Design uart_tx_fifo, sky130hd; sources not shown.
Run 1, sizing map:
Drawn at 6 px/um.
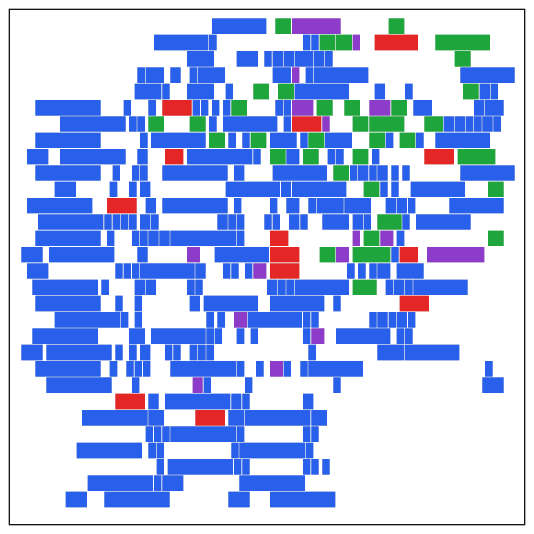
| size | colour | cells | share |
|---|---|---|---|
| x6 and larger | red | 13 | 3.8% |
| x3 and x4 | green | 36 | 11% |
| x1 and smaller | blue | 273 | 81% |
| x2 | purple | 16 | 4.7% |
Plain + repair buffers: 41
post-route setup slack: 0.01353 ns

Run 1, placed standard cells:
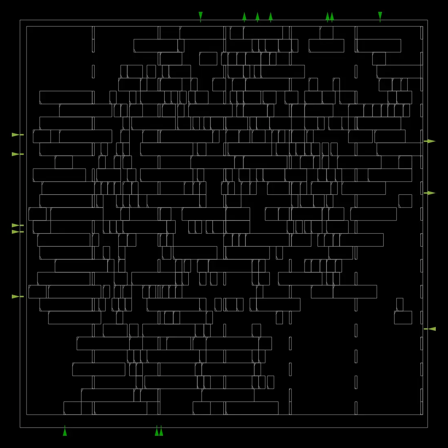
# rows: 30
core area: 0.006794 sq mm
fraction of area in registers: 47.88%

Run 1, pin map:
Drawn at 6 px/um. Pins as bars across the die edge, other pins in grey.
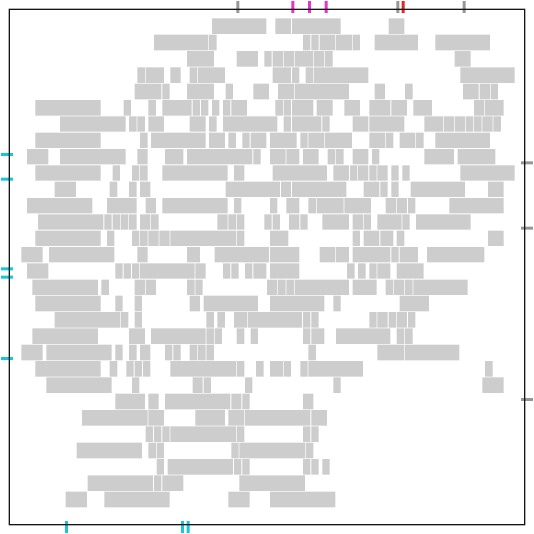
| port | colour | pins | direction | edge |
|---|---|---|---|---|
| fifo_count | magenta | 3 | output | top |
| tx_data | cyan | 8 | input | 5 left, 3 bottom |
| busy | red | 1 | output | top |
all pins by edge: 7 top, 5 left, 3 right, 3 bottom
Die Y: 85.65 um
die width: 85.65 um
# port buffers: 17

==> qor.csv, run 1 <==
metric,value,unit
postLayoutCoreUtil,50.35,%
final.min_clock_period,1.986,ns
dr.pass1.iters,4,
finalNetCount,357,
xor_area_share,1.252,%
outcome,finished clean,
clk_latency,0.35,ns
ff_type,edfxtp_1,
cpPeakStageDelay,0.38,ns
place_inst,416,
synth_area,0.002799,sq mm
top_logic_kind,simple AND/OR/NAND/NOR gates,
ys_area,0.002799,sq mm
root_buffer,clkbuf_8,
drv_cap,0,
fin_crit_sh,99.32,%
yosysWarnings,0,
adder_share,6.080,%
wire_per_inst,11.47,um
synth_top_area_share,34.33,%
yosys-top-cells-count,"nand2_1 (77), inv_1 (41), edfxtp_1 (32)",
fin_cells,434,
ant_nets,0,
sequentialPower,1.49,mW
simple_gate_share,23.20,%
p_total,3.252,mW
p_leak,1.590,nW
setup_viol,0,
final_max_slew_viol_count,0,
cp-end-kind,flip-flop,
power.density,950.6,mW/mm^2
setup-tns-final,0,ns
hold_ws,0.3527,ns
grt_pass1_wl,8259,um
p_comb_share,24.6,%
drc,0,
worst_clock_skew,0.007507,ns
clock_buffers,9,
synthAoiAreaFrac,3.666,%
cts_made_buffers,9,
synthCells,287,
[run 1: layout by cell type, fill, tap and decap left out, types with 5 or more instances in the layout]
cell	instances
nand2_1	77
inv_1	39
edfxtp_1	32
buf_4	28
nand3_1	27
dfrtp_1	26
nor2_1	24
ha_1	11
clkbuf_8	9
dlygate4sd3_1	9
a21oi_1	5
o21ai_0	5
[run 1: metal layers]
metal | vias up | global-route usage, % | wire length [um]
met4 | 0 | 8.788 | 119
met1 | 911 | 17.26 | 2206
met5 | - | 0 | 0
li1 | 1013 | - | -
met3 | 10 | 4.042 | 121
met2 | 20 | 26.11 | 2530
[run 1: what timing repair did]
item,4_1_cts,5_1_grt
pin swaps,0,1
setup buffers,1,1
gates resized,6,2
cloned,0,0
endpoints found under the setup margin,1,2
hold buffers,0,0
Run 1, wires at chosen ports, followed through buffers:
Drawn at 3 px/um.
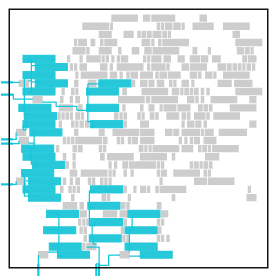

==> run 1 -> run 2 <==
Settings changed: SETUP_SLACK_MARGIN set to 0.05.
Run 2, wires at chosen ports, followed through buffers:
Drawn at 3 px/um.
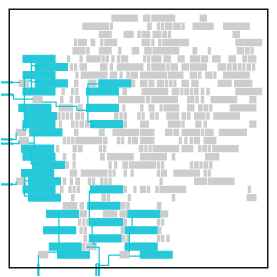
| port | colour | bits | direction | edge | end cells | buffers | wire |
|---|---|---|---|---|---|---|---|
| tx_data | cyan | 8 | input | 5 left, 3 bottom | 32 | 8 | 244 um |
Top Ports: 18

Run 2, sizing map:
Drawn at 6 px/um.
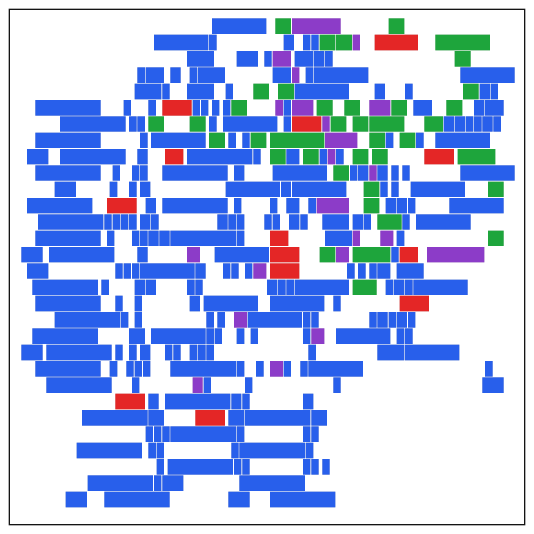
| size | colour | cells | share |
|---|---|---|---|
| x6 and larger | red | 13 | 3.8% |
| x1 and smaller | blue | 265 | 78% |
| x3 and x4 | green | 39 | 12% |
| x2 | purple | 22 | 6.5% |
Plain + repair buffers: 42
Final Cell Area: 0.003453 sq mm
Layout area overhead: 23.38%
post-route setup slack: 0.03727 ns

==> qor.csv, run 2 <==
metric,value,unit
wl_met2,2528,um
drv_cap,0,
p_leak,1.594,nW
port_buffers,17,
p_total,3.271,mW
swShare,35.55,%
fin_cells,435,
power.density,947.2,mW/mm^2
ff_type,edfxtp_1,
tightest_slew,1.474,ns
die_w,85.65,um
fin_crit_sh,98.14,%
core,0.006794,sq mm
place_inst,416,
dr.max_layer_used,met4,
final_common_cell,nand2_1,
synthCells,287,
synthArstFlopShare,45.76,%
met2_usage,26.11,%
ys_ff,59,
setup.worst_path.start_class,flip-flop,
largest_reg_flops,32,
drc,0,
lay_top_cells,"nand2_1 (77), inv_1 (36), edfxtp_1 (32)",
fp_util,41.20,%
maxPowerGroup,registers,
clk_latency,0.34,ns
cp-end-kind,flip-flop,
postLayoutCoreUtil,50.83,%
met3_length,114,um
setup_viol,0,
path_class,flip-flop to flip-flop,
grt_pass1_wl,8259,um
final.min_clock_period,1.963,ns
sequentialPower,1.49,mW
final-hold-violation-count,0,
drive_gt1_share,21.83,%
avgSynthCellArea,9.752,sq um
power.switching,1.163,mW
synth_area,0.002799,sq mm
ys_area,0.002799,sq mm
ys_cells,287,
grt_use_met3,4.042,%
cts_setup_buffers,1,
rows,30,
clockBufferDepth,2,
met1_usage,17.26,%
yosysTopAreaCell,edfxtp_1,
cts-htree-levels,3,
synth_top_area_share,34.33,%
root_buffer,clkbuf_8,
sh_seq_area,47.43,%
wire_per_inst,11.51,um
grt_overflow,0,
clkPwrFrac,29.2,%
p_comb_share,25.1,%
hold_ws,0.3527,ns
setup-tns-final,0,ns
required,2.23,ns
final_max_slew_viol_count,0,
clock_buffers,9,
wirelength,5007,um
ant_nets,0,
cts_made_buffers,9,
yosysWarnings,0,
worst_clock_skew,0.007420,ns
max_freq,0.5095,GHz
cts_num_sinks,59,
dr.pass1.iters,4,
seqCellArea,0.001638,sq mm
finalNetCount,358,
worstHoldPathCells,0,
num-nonclk-inverters,44,
cts_hold_buf,0,
ctsResizeCount,6,
die.size.y,85.65,um
outcome,finished clean,
busiest_layer,met2,
drtIter0Drc,106,
yosys-top-cells-count,"nand2_1 (77), inv_1 (41), edfxtp_1 (32)",
wl_met1,2233,um
## run 2: cell counts after synthesis
Identical to the previous run, type by type.
## run 2: cell families (layout without fill, tap and decap cells)
group                      after synthesis  count (layout)  synth area share (%)
xor gates and xnor gates                 4               4                 1.252
adders and majority gates               13              13                 6.079
AOI/OAI and AO/OA                       17              17                 3.666
and+or+nand+nor                        144             144                 23.20
DFF                                     59              59                 58.52
buffers and inverters                   50             102                 7.287
## run 2: worst max-delay path, cell delays in order (launching register included)
cell and delay (ns):
dfrtp_1 0.40, inv_1 0.09, ha_2 0.28, inv_2 0.07, nand3_2 0.08, inv_2 0.07, ha_4 0.12, inv_2 0.05
fa_2 0.34, a21oi_2 0.13, o21ai_1 0.08, xor2_1 0.14
==> run 2 -> run 3 <==
Settings changed: ABC_CLOCK_PERIOD_IN_PS set to 2000.
Run 3, sizing map:
Drawn at 6 px/um.
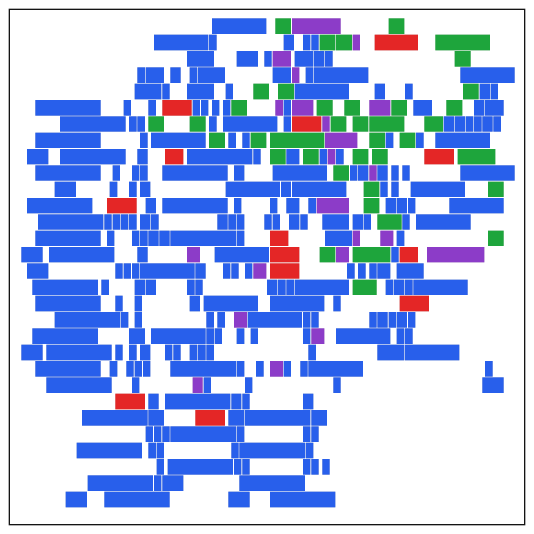
| size | colour | cells | share |
|---|---|---|---|
| x2 | purple | 22 | 6.5% |
| x1 and smaller | blue | 265 | 78% |
| x6 and larger | red | 13 | 3.8% |
| x3 and x4 | green | 39 | 12% |

==> qor.csv, run 3 <==
metric,value,unit
outcome,finished clean,
ys_cells,287,
p_total,3.271,mW
finalNetCount,358,
cts_hold_buf,0,
cp_max_fo,3,
clkPwrFrac,29.2,%
diodes,0,
worst_clock_skew,0.007420,ns
busiest_layer,met2,
wl_met1,2233,um
power.density,947.2,mW/mm^2
drive_gt1_share,21.83,%
met2_usage,26.11,%
ys_ff,59,
die_w,85.65,um
path_class,flip-flop to flip-flop,
syn_to_final_growth,23.38,%
synth_area,0.002799,sq mm
yosysWarnings,0,
cts_made_buffers,9,
hold_ws,0.3527,ns
port_buffers,17,
dr.pass1.iters,4,
synthArstFlopShare,45.76,%
cts_num_sinks,59,
clockBufferDepth,2,
fin_ws,0.03727,ns
largest_reg_flops,32,
clk_latency,0.34,ns
top_logic_kind,simple AND/OR/NAND/NOR gates,
fin_cells,435,
avgSynthCellArea,9.752,sq um
cp-end-kind,flip-flop,
max_freq,0.5095,GHz
drc,0,
drtIter0Drc,106,
p_comb_share,25.1,%
synth_seq_share,58.52,%
setup.worst_path.start_class,flip-flop,
yosys-top-cells-count,"nand2_1 (77), inv_1 (41), edfxtp_1 (32)",
fin_crit_sh,98.14,%
cts_setup_buffers,1,
met3_length,114,um
drv_cap,0,
tightest_slew,1.474,ns
grt_overflow,0,
fp_util,41.20,%
synthAoiAreaFrac,3.666,%
p_leak,1.594,nW
ys_sh_mux,0,%
wire_per_inst,11.51,um
place_inst,416,
synthCells,287,
die.size.y,85.65,um
power.switching,1.163,mW
lay_top_cells,"nand2_1 (77), inv_1 (36), edfxtp_1 (32)",
postLayoutCoreUtil,50.83,%
fin_area,0.003453,sq mm
met1_usage,17.26,%
required,2.23,ns
wl_met2,2528,um
io_pins,18,
dr.max_layer_used,met4,
ff_type,edfxtp_1,
ys_area,0.002799,sq mm
core,0.006794,sq mm
ant_nets,0,
yosysTopAreaCell,edfxtp_1,
xor_area_share,1.252,%
final.min_clock_period,1.963,ns
root_buffer,clkbuf_8,
path_clk_slew,0.07,ns
sequentialPower,1.49,mW
worstHoldPathCells,0,
final_common_cell,nand2_1,
synth_top_area_share,34.33,%
rows,30,
final_max_slew_viol_count,0,
simple_gate_share,23.20,%
final-hold-violation-count,0,
ctsResizeCount,6,
swShare,35.55,%
setup-tns-final,0,ns
cts-htree-levels,3,
Run 3, wires at chosen ports, followed through buffers:
Drawn at 3 px/um.
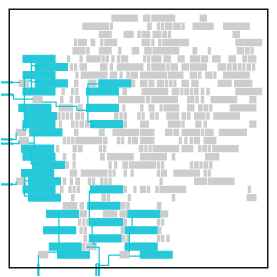
| port | colour | bits | direction | edge | end cells | buffers | wire |
|---|---|---|---|---|---|---|---|
| tx_data | cyan | 8 | input | 5 left, 3 bottom | 32 | 8 | 244 um |

==> run 3: area by class of cell <==
| cell class | instances | area, sq um |
|---|---|---|
| tap | 96 | 120.1 |
| multi-input combinational | 178 | 1006 |
| timing repair buffer | 42 | 349.1 |
| inverter | 44 | 165.2 |
| clock buffer | 9 | 123.9 |
| clock inverter | 7 | 51.30 |
| sequential | 59 | 1638 |
| fill | 642 | 3341 |
==> run 3: critical path, cell delays in order (launching register included) <==
cell and delay (ns):
dfrtp_1 0.40, inv_1 0.09, ha_2 0.28, inv_2 0.07
nand3_2 0.08, inv_2 0.07, ha_4 0.12, inv_2 0.05
fa_2 0.34, a21oi_2 0.13, o21ai_1 0.08, xor2_1 0.14
